--- src/rtl/mmio_bridge.sv ---
// Data-memory port decoder for the mips core: data RAM window plus an I/O page with timer, LED and TX FIFO.
// Optional timer compare interrupt enabled by defining MMIO_TIMER_CMP_EN.
module mmio_bridge #(
    parameter int Dbits      = 32,
    parameter int DMEM_AW    = 10,
    parameter int FIFO_DEPTH = 8,
    parameter int LEDW       = 16
) (
    input  logic               clk,
    input  logic               reset,
    input  logic               mem_wr,
    input  logic [31:0]        mem_addr,
    input  logic [Dbits-1:0]   mem_writedata,
    output logic [Dbits-1:0]   mem_readdata,
    output logic               cpu_stall,
    output logic               dmem_wr,
    output logic [DMEM_AW-1:0] dmem_addr,
    output logic [Dbits-1:0]   dmem_wdata,
    input  logic [Dbits-1:0]   dmem_rdata,
    output logic [LEDW-1:0]    led,
    output logic [7:0]         tx_data,
    output logic               tx_valid,
    input  logic               tx_ready,
    output logic               irq
);
    localparam int PW = $clog2(FIFO_DEPTH);
    localparam int CW = PW + 1;

    localparam logic [2:0] OFF_TIMER  = 3'd0;
    localparam logic [2:0] OFF_LED    = 3'd1;
    localparam logic [2:0] OFF_TXDATA = 3'd2;
    localparam logic [2:0] OFF_STATUS = 3'd3;
    localparam logic [2:0] OFF_TCMP   = 3'd4;

    logic             is_dmem, is_io, sel_tx, io_wr;
    logic [2:0]       io_off;
    logic             full, empty, push, pop, irq_int;
    logic [Dbits-1:0] io_rdata;

    logic [Dbits-1:0] timer_q, timer_d;
    logic [LEDW-1:0]  led_q, led_d;
    logic [7:0]       fifo_q [FIFO_DEPTH];
    logic [7:0]       fifo_d [FIFO_DEPTH];
    logic [PW-1:0]    wr_ptr_q, wr_ptr_d, rd_ptr_q, rd_ptr_d;
    logic [CW-1:0]    count_q, count_d;

    // Only the decoded fields of the byte address are used; the rest is deliberately ignored.
    logic unused_addr;
    assign unused_addr = ^mem_addr;

    assign is_dmem = (mem_addr[31:16] == 16'h1001);
    assign is_io   = (mem_addr[31:16] == 16'h4000);
    assign io_off  = mem_addr[4:2];
    assign sel_tx  = is_io && (io_off == OFF_TXDATA);

    assign full      = (count_q == CW'(FIFO_DEPTH));
    assign empty     = (count_q == '0);
    assign cpu_stall = mem_wr & sel_tx & full;
    assign io_wr     = mem_wr & is_io & ~cpu_stall;
    assign push      = mem_wr & sel_tx & ~full;
    assign pop       = tx_valid & tx_ready;

    assign dmem_wr    = mem_wr & is_dmem & ~cpu_stall;
    assign dmem_addr  = mem_addr[DMEM_AW+1:2];
    assign dmem_wdata = mem_writedata;

    assign led      = led_q;
    assign tx_valid = ~empty;
    assign tx_data  = empty ? 8'h00 : fifo_q[rd_ptr_q];

    always_comb begin
        timer_d  = timer_q + Dbits'(1);
        led_d    = led_q;
        fifo_d   = fifo_q;
        wr_ptr_d = wr_ptr_q;
        rd_ptr_d = rd_ptr_q;
        count_d  = count_q;
        if (io_wr && io_off == OFF_TIMER) timer_d = '0;
        if (io_wr && io_off == OFF_LED) led_d = mem_writedata[LEDW-1:0];
        if (push) begin
            fifo_d[wr_ptr_q] = mem_writedata[7:0];
            wr_ptr_d         = wr_ptr_q + PW'(1);
        end
        if (pop) rd_ptr_d = rd_ptr_q + PW'(1);
        case ({push, pop})
            2'b10:   count_d = count_q + CW'(1);
            2'b01:   count_d = count_q - CW'(1);
            default: count_d = count_q;
        endcase
    end

    always_ff @(posedge clk or negedge reset) begin
        if (!reset) begin
            timer_q  <= '0;
            led_q    <= '0;
            fifo_q   <= '{default: '0};
            wr_ptr_q <= '0;
            rd_ptr_q <= '0;
            count_q  <= '0;
        end else begin
            timer_q  <= timer_d;
            led_q    <= led_d;
            fifo_q   <= fifo_d;
            wr_ptr_q <= wr_ptr_d;
            rd_ptr_q <= rd_ptr_d;
            count_q  <= count_d;
        end
    end

`ifdef MMIO_TIMER_CMP_EN
    logic [Dbits-1:0] tcmp_q, tcmp_d;
    logic             irq_q, irq_d;
    logic             tcmp_wr;

    assign tcmp_wr = io_wr && (io_off == OFF_TCMP);

    // A TCMP write clears the flag, but a compare hit in that same cycle still sets it.
    always_comb begin
        tcmp_d = tcmp_wr ? mem_writedata : tcmp_q;
        irq_d  = (timer_q == tcmp_q) | (irq_q & ~tcmp_wr);
    end

    always_ff @(posedge clk or negedge reset) begin
        if (!reset) begin
            tcmp_q <= '1;
            irq_q  <= 1'b0;
        end else begin
            tcmp_q <= tcmp_d;
            irq_q  <= irq_d;
        end
    end

    assign irq_int = irq_q;
`else
    assign irq_int = 1'b0;
`endif

    assign irq = irq_int;

    always_comb begin
        io_rdata = '0;
        case (io_off)
            OFF_TIMER: io_rdata = timer_q;
            OFF_LED:   io_rdata[LEDW-1:0] = led_q;
            OFF_STATUS: begin
                io_rdata[0]    = full;
                io_rdata[1]    = empty;
                io_rdata[2]    = tx_valid & ~tx_ready;
                io_rdata[3]    = irq_int;
                io_rdata[15:8] = 8'(count_q);
            end
`ifdef MMIO_TIMER_CMP_EN
            OFF_TCMP:  io_rdata = tcmp_q;
`endif
            default:   io_rdata = '0;
        endcase
    end

    always_comb begin
        mem_readdata = '0;
        if (is_dmem)    mem_readdata = dmem_rdata;
        else if (is_io) mem_readdata = io_rdata;
    end

endmodule

--- config.mk ---
export PLATFORM = sky130hd
export DESIGN_NAME = mmio_bridge
export DESIGN_NICKNAME = d
export VERILOG_FILES = /design/src/rtl/mmio_bridge.sv
export SDC_FILE = /design/constraint.sdc
export NUM_CORES = 1
export LEC_CHECK = 0
export ABC_AREA = 1
export CORE_MARGIN = 2
export CORE_UTILIZATION = 49
export DETAILED_ROUTE_END_ITERATION = 6
export GPL_ROUTABILITY_DRIVEN = 0
export GPL_TIMING_DRIVEN = 0
export PLACE_DENSITY = 0.82
export SLEW_MARGIN = 20
export SYNTH_ARGS = -nofsm -noshare
export SYNTH_HDL_FRONTEND = slang
export SYNTH_SLANG_ARGS = --single-unit
--- constraint.sdc ---
create_clock -name clk -period 3.3 [get_ports clk]
set_clock_uncertainty 0.1 [all_clocks]
set_input_delay 0.66 -clock clk [delete_from_list [all_inputs] [get_ports clk]]
set_output_delay 0.66 -clock clk [all_outputs]
set_load 0.005 [all_outputs]
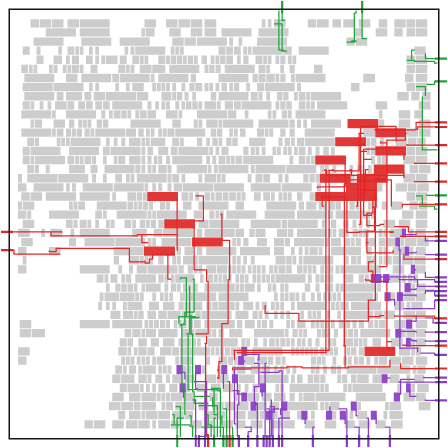
Figure 1: run 1, port wiring.
legend:
  mem_readdata:
    colour: purple
    bits: 32
    direction: output
    end_cells: 32
    buffers: 32
    wire: 476 um
  led:
    colour: red
    bits: 16
    direction: output
    end_cells: 16
    buffers: 16
    wire: 1,170 um
  dmem_addr:
    colour: green
    bits: 10
    direction: output
    end_cells: 0
    buffers: 23
    wire: 380 um

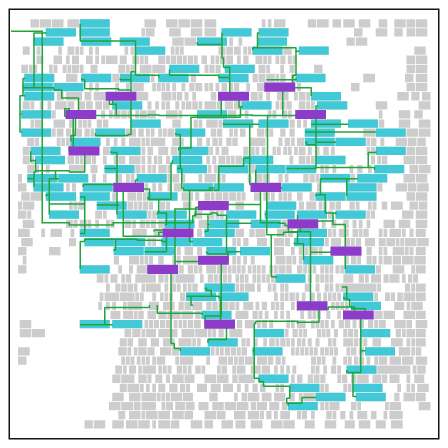
Figure 2: run 1, clock distribution.
legend:
  clock wires:
    colour: green
    length: 1,640 um
  flip-flops:
    colour: cyan
    count: 122
  cells driving clock nets:
    colour: purple
    count: 17
routed clock nets: 18
reported clock group power: 1790 uW
clock insertion delay at the later pin of the skew report: 0.42 ns
relative contribution of the clock network to total power: 0.371

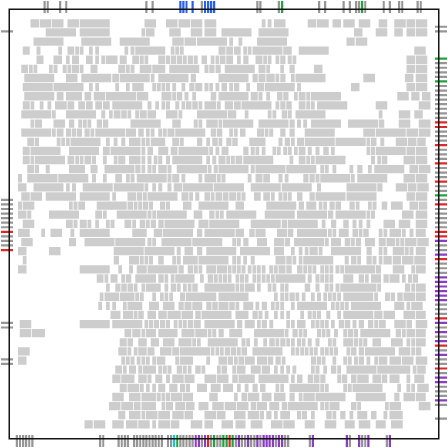
Figure 3: run 1, pin placement.
Pins as bars across the die edge, other pins in grey.
legend:
  cpu_stall:
    colour: cyan
    pins: 1
    direction: output
    edge: south
  dmem_addr:
    colour: green
    pins: 10
    direction: output
    edge: 5 south, 3 east, 2 north
  mem_readdata:
    colour: purple
    pins: 32
    direction: output
    edge: 17 south, 15 east
  tx_data:
    colour: blue
    pins: 8
    direction: output
    edge: north
  led:
    colour: red
    pins: 16
    direction: output
    edge: 12 east, 2 west, 2 south
all pins by edge: 80 east, 72 south, 33 north, 17 west

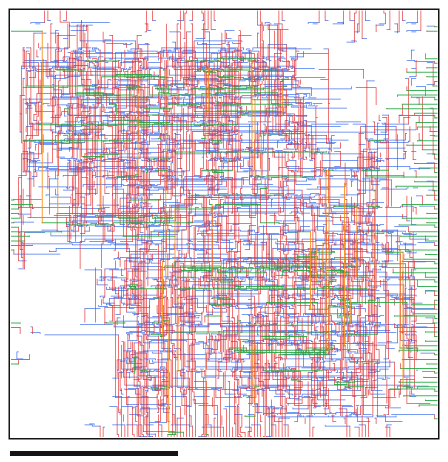
Figure 4: run 1, wiring by layer.
Bar = 50 um.
legend:
  met2:
    colour: red
    wire_length: 11,700 um
  met4:
    colour: orange
    wire_length: 953 um
  met1:
    colour: blue
    wire_length: 9,590 um
  met3:
    colour: green
    wire_length: 2,400 um

==> flow_summary_export.csv, run 1 <==
group,metric,value,unit
die,floorplanUtilization,0.4972,
die,die_h,127.7,um
drt,finalWirelength,24.64,mm
global_routing,groute.layer.met2.usage,0.4907,
timing,rsz_0062_raised_after_global_routing,"yes",
cts,ctsRootBufferMaster,"clkbuf_16",
cells_and_area,layout_top_cell,"nand2_1",
worst_setup_path,critical_path.top_delay_family,"buffers and inverters",
cells_and_area,combAreaFraction,0.3686,
timing,worstMarginPinSlew,0.7651,ns
synth,async_reset_ff_frac,1.000,
cells_and_area,top_register,"fifo_q",
die,die-width,127.7,um
cts,cts_buffer_depth,2,
cts,post_cts.repair.setup_buffers,13,
synth,xor_xnor_fraction_of_synth_area,0.02802,
timing,report.final.slew_viol_count,0,
synth,floorplan.nets,1162,
cells_and_area,max_reg_flops,64,
power_and_ir_drop,p_sw_frac,0.3267,
timing,worst_hold_slack,0.05389,ns
global_routing,antenna_violations_before_repair,0,
run_status,run_status,"completed",
worst_setup_path,critical_path.cell_chain,"clkbuf_1, o21ai_0, o22ai_1, nor2_1, nor2_1, clkdlybuf4s50_1",
synth,post_synth_fa_ha_maj_area_fraction,0.01001,
synth,synth.comb.largest_family,"simple AND/OR/NAND/NOR gates",
power_and_ir_drop,worst_ir_drop_vdd,0.0003478,V
global_routing,largest_net_degree_at_the_start_of_global_routing,78,
cts,post_cts.resized_instances,79,
die,top_level_ports,202,
worst_setup_path,worst-path-max-fanout,10,
place,hpwl,17.58,mm
worst_setup_path,timing.critical_path.to_type,"primary output",
timing,final.setup.tns,0,ns
synth,ff_type,"dfrtp_1",
drt,via_per_inst,5.699,
global_routing,gr-usage-all-layers,0.3033,
power_and_ir_drop,power.combinational.total,1410,uW
drt,wl_per_cell,16.91,um
global_routing,met3_usage,0.06553,
==> inputs of run 2 (changes only) <==
- CTS_CLUSTER_DIAMETER: not set -> 40
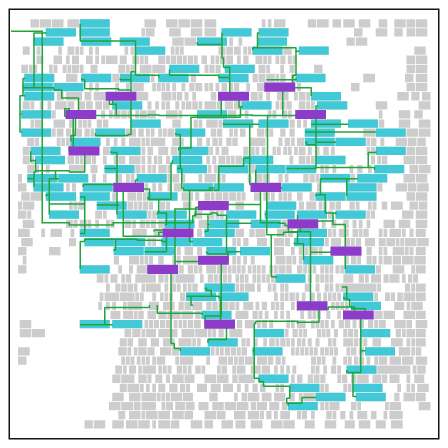
Figure 5: run 2, clock distribution.
legend:
  flip-flops:
    colour: cyan
    count: 122
  clock wires:
    colour: green
    length: 1,640 um
  cells driving clock nets:
    colour: purple
    count: 17
routed clock nets: 18

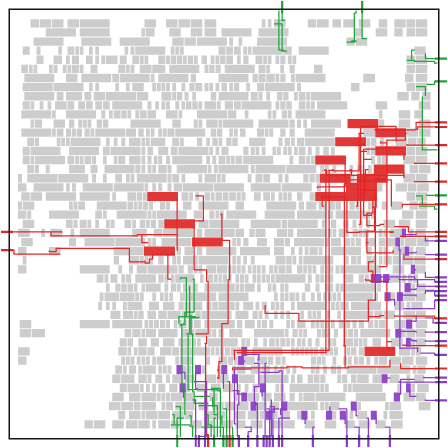
Figure 6: run 2, port wiring.
legend:
  mem_readdata:
    colour: purple
    bits: 32
    direction: output
    end_cells: 32
    buffers: 32
    wire: 476 um
  dmem_addr:
    colour: green
    bits: 10
    direction: output
    end_cells: 0
    buffers: 23
    wire: 380 um
  led:
    colour: red
    bits: 16
    direction: output
    end_cells: 16
    buffers: 16
    wire: 1,170 um

==> run 2 against run 1 <==
Net effect: die size did not move; area after synthesis did not move; final cell count did not move; sequential power barely moved; sequential share of layout area did not move; via count did not move; hold slack did not move; largest cell class unchanged; highest routed layer unchanged.
==> flow_summary_export.csv, run 2 <==
group,metric,value,unit
timing,worst_hold_slack,0.05389,ns
worst_setup_path,timing.critical_path.to_type,"primary output",
global_routing,largest_net_degree_at_the_start_of_global_routing,78,
worst_setup_path,worst-path-max-fanout,10,
synth,enable_flop_cells,0,
timing,final.setup.tns,0,ns
cts,post_cts.repair.setup_buffers,13,
drt,finalWirelength,24.64,mm
worst_setup_path,critical_path.top_delay_family,"buffers and inverters",
synth,synth.comb.largest_family,"simple AND/OR/NAND/NOR gates",
synth,xor_xnor_fraction_of_synth_area,0.02802,
die,top_level_ports,202,
cells_and_area,layout_top_cell,"nand2_1",
place,hpwl,17.58,mm
cells_and_area,finalInstanceArea,0.01019,mm2
power_and_ir_drop,power.combinational.total,1410,uW
power_and_ir_drop,worst_ir_drop_vdd,0.0003478,V
cts,post_cts.resized_instances,79,
timing,report.final.slew_viol_count,0,
synth,async_reset_ff_frac,1.000,
global_routing,met3_usage,0.06553,
power_and_ir_drop,clkPwrFrac,0.371,
cts,ctsRootBufferMaster,"clkbuf_16",
cts,cts_buffer_depth,2,
drt,via_per_inst,5.699,
cells_and_area,combAreaFraction,0.3686,
synth,post_synth_fa_ha_maj_area_fraction,0.01001,
global_routing,antenna_violations_before_repair,0,
worst_setup_path,critical_path.cell_chain,"clkbuf_1, o21ai_0, o22ai_1, nor2_1, nor2_1, clkdlybuf4s50_1",
cells_and_area,max_reg_flops,64,
die,die_h,127.7,um
global_routing,gr-usage-all-layers,0.3033,
cells_and_area,top_register,"fifo_q",
cts,clock_insertion_delay_worst_skew,0.42,ns
timing,worstMarginPinSlew,0.7651,ns
run_status,run_status,"completed",
==> inputs of run 3 (changes only) <==
- SLEW_MARGIN: 20 -> not set
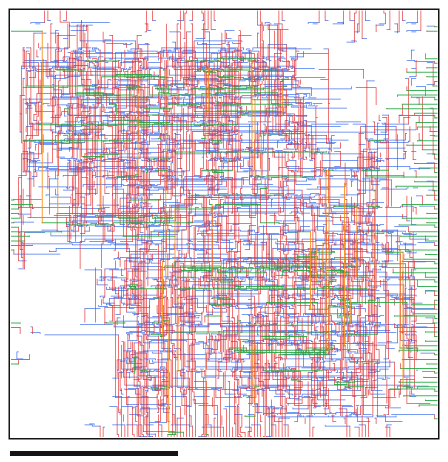
Figure 7: run 3, wiring by layer.
Bar = 50 um.
legend:
  met4:
    colour: orange
    wire_length: 953 um
  met1:
    colour: blue
    wire_length: 9,590 um
  met3:
    colour: green
    wire_length: 2,400 um
  met2:
    colour: red
    wire_length: 11,700 um
aggregate global-route resource usage: 0.3033
number of vias in the routed layout: 8,303
Routed WL per cell: 16.91 um

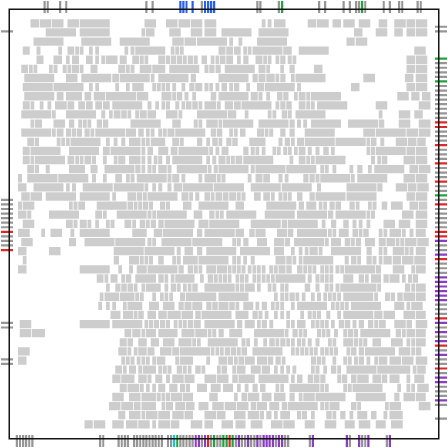
Figure 8: run 3, pin placement.
Pins as bars across the die edge, other pins in grey.
horizontal die size: 127.7 um
die y size: 127.7 um

==> run 3 against run 2 <==
Net effect: utilization unchanged; routed wire length unchanged; final cell count unchanged; critical endpoint unchanged; hold slack unchanged; die size unchanged; via count unchanged; register-to-register slack about the same; global-route usage unchanged; count of clock-buffer cells in the layout unchanged; synthesized cell count unchanged; final area unchanged.
==> flow_summary_export.csv, run 3 <==
group,metric,value,unit
run_status,run_status,"completed",
cells_and_area,finalInstanceArea,0.01019,mm2
synth,synth.comb.largest_family,"simple AND/OR/NAND/NOR gates",
worst_setup_path,worst-path-max-fanout,10,
cts,cts_buffer_depth,2,
cells_and_area,max_reg_flops,64,
cts,post_cts.repair.setup_buffers,13,
cells_and_area,top_register,"fifo_q",
drt,via_per_inst,5.699,
timing,worst_hold_slack,0.05389,ns
die,top_level_ports,202,
worst_setup_path,timing.critical_path.to_type,"primary output",
synth,enable_flop_cells,0,
global_routing,antenna_violations_before_repair,0,
global_routing,largest_net_degree_at_the_start_of_global_routing,78,
synth,async_reset_ff_frac,1.000,
synth,post_synth_fa_ha_maj_area_fraction,0.01001,
power_and_ir_drop,clkPwrFrac,0.371,
cts,post_cts.resized_instances,79,
drt,finalWirelength,24.64,mm
power_and_ir_drop,power.combinational.total,1410,uW
synth,xor_xnor_fraction_of_synth_area,0.02802,
worst_setup_path,worstReg2RegStart,"count_q[2]",
timing,final.setup.tns,0,ns
worst_setup_path,critical_path.top_delay_family,"buffers and inverters",
cells_and_area,combAreaFraction,0.3686,
global_routing,met3_usage,0.06553,
timing,worstMarginPinSlew,0.7651,ns
worst_setup_path,critical_path.cell_chain,"clkbuf_1, o21ai_0, o22ai_1, nor2_1, nor2_1, clkdlybuf4s50_1",
cells_and_area,layout_top_cell,"nand2_1",
cells_and_area,insertedDiodeCount,0,
place,hpwl,17.58,mm
No activity file was given, so power comes from the tool's default toggle rates.
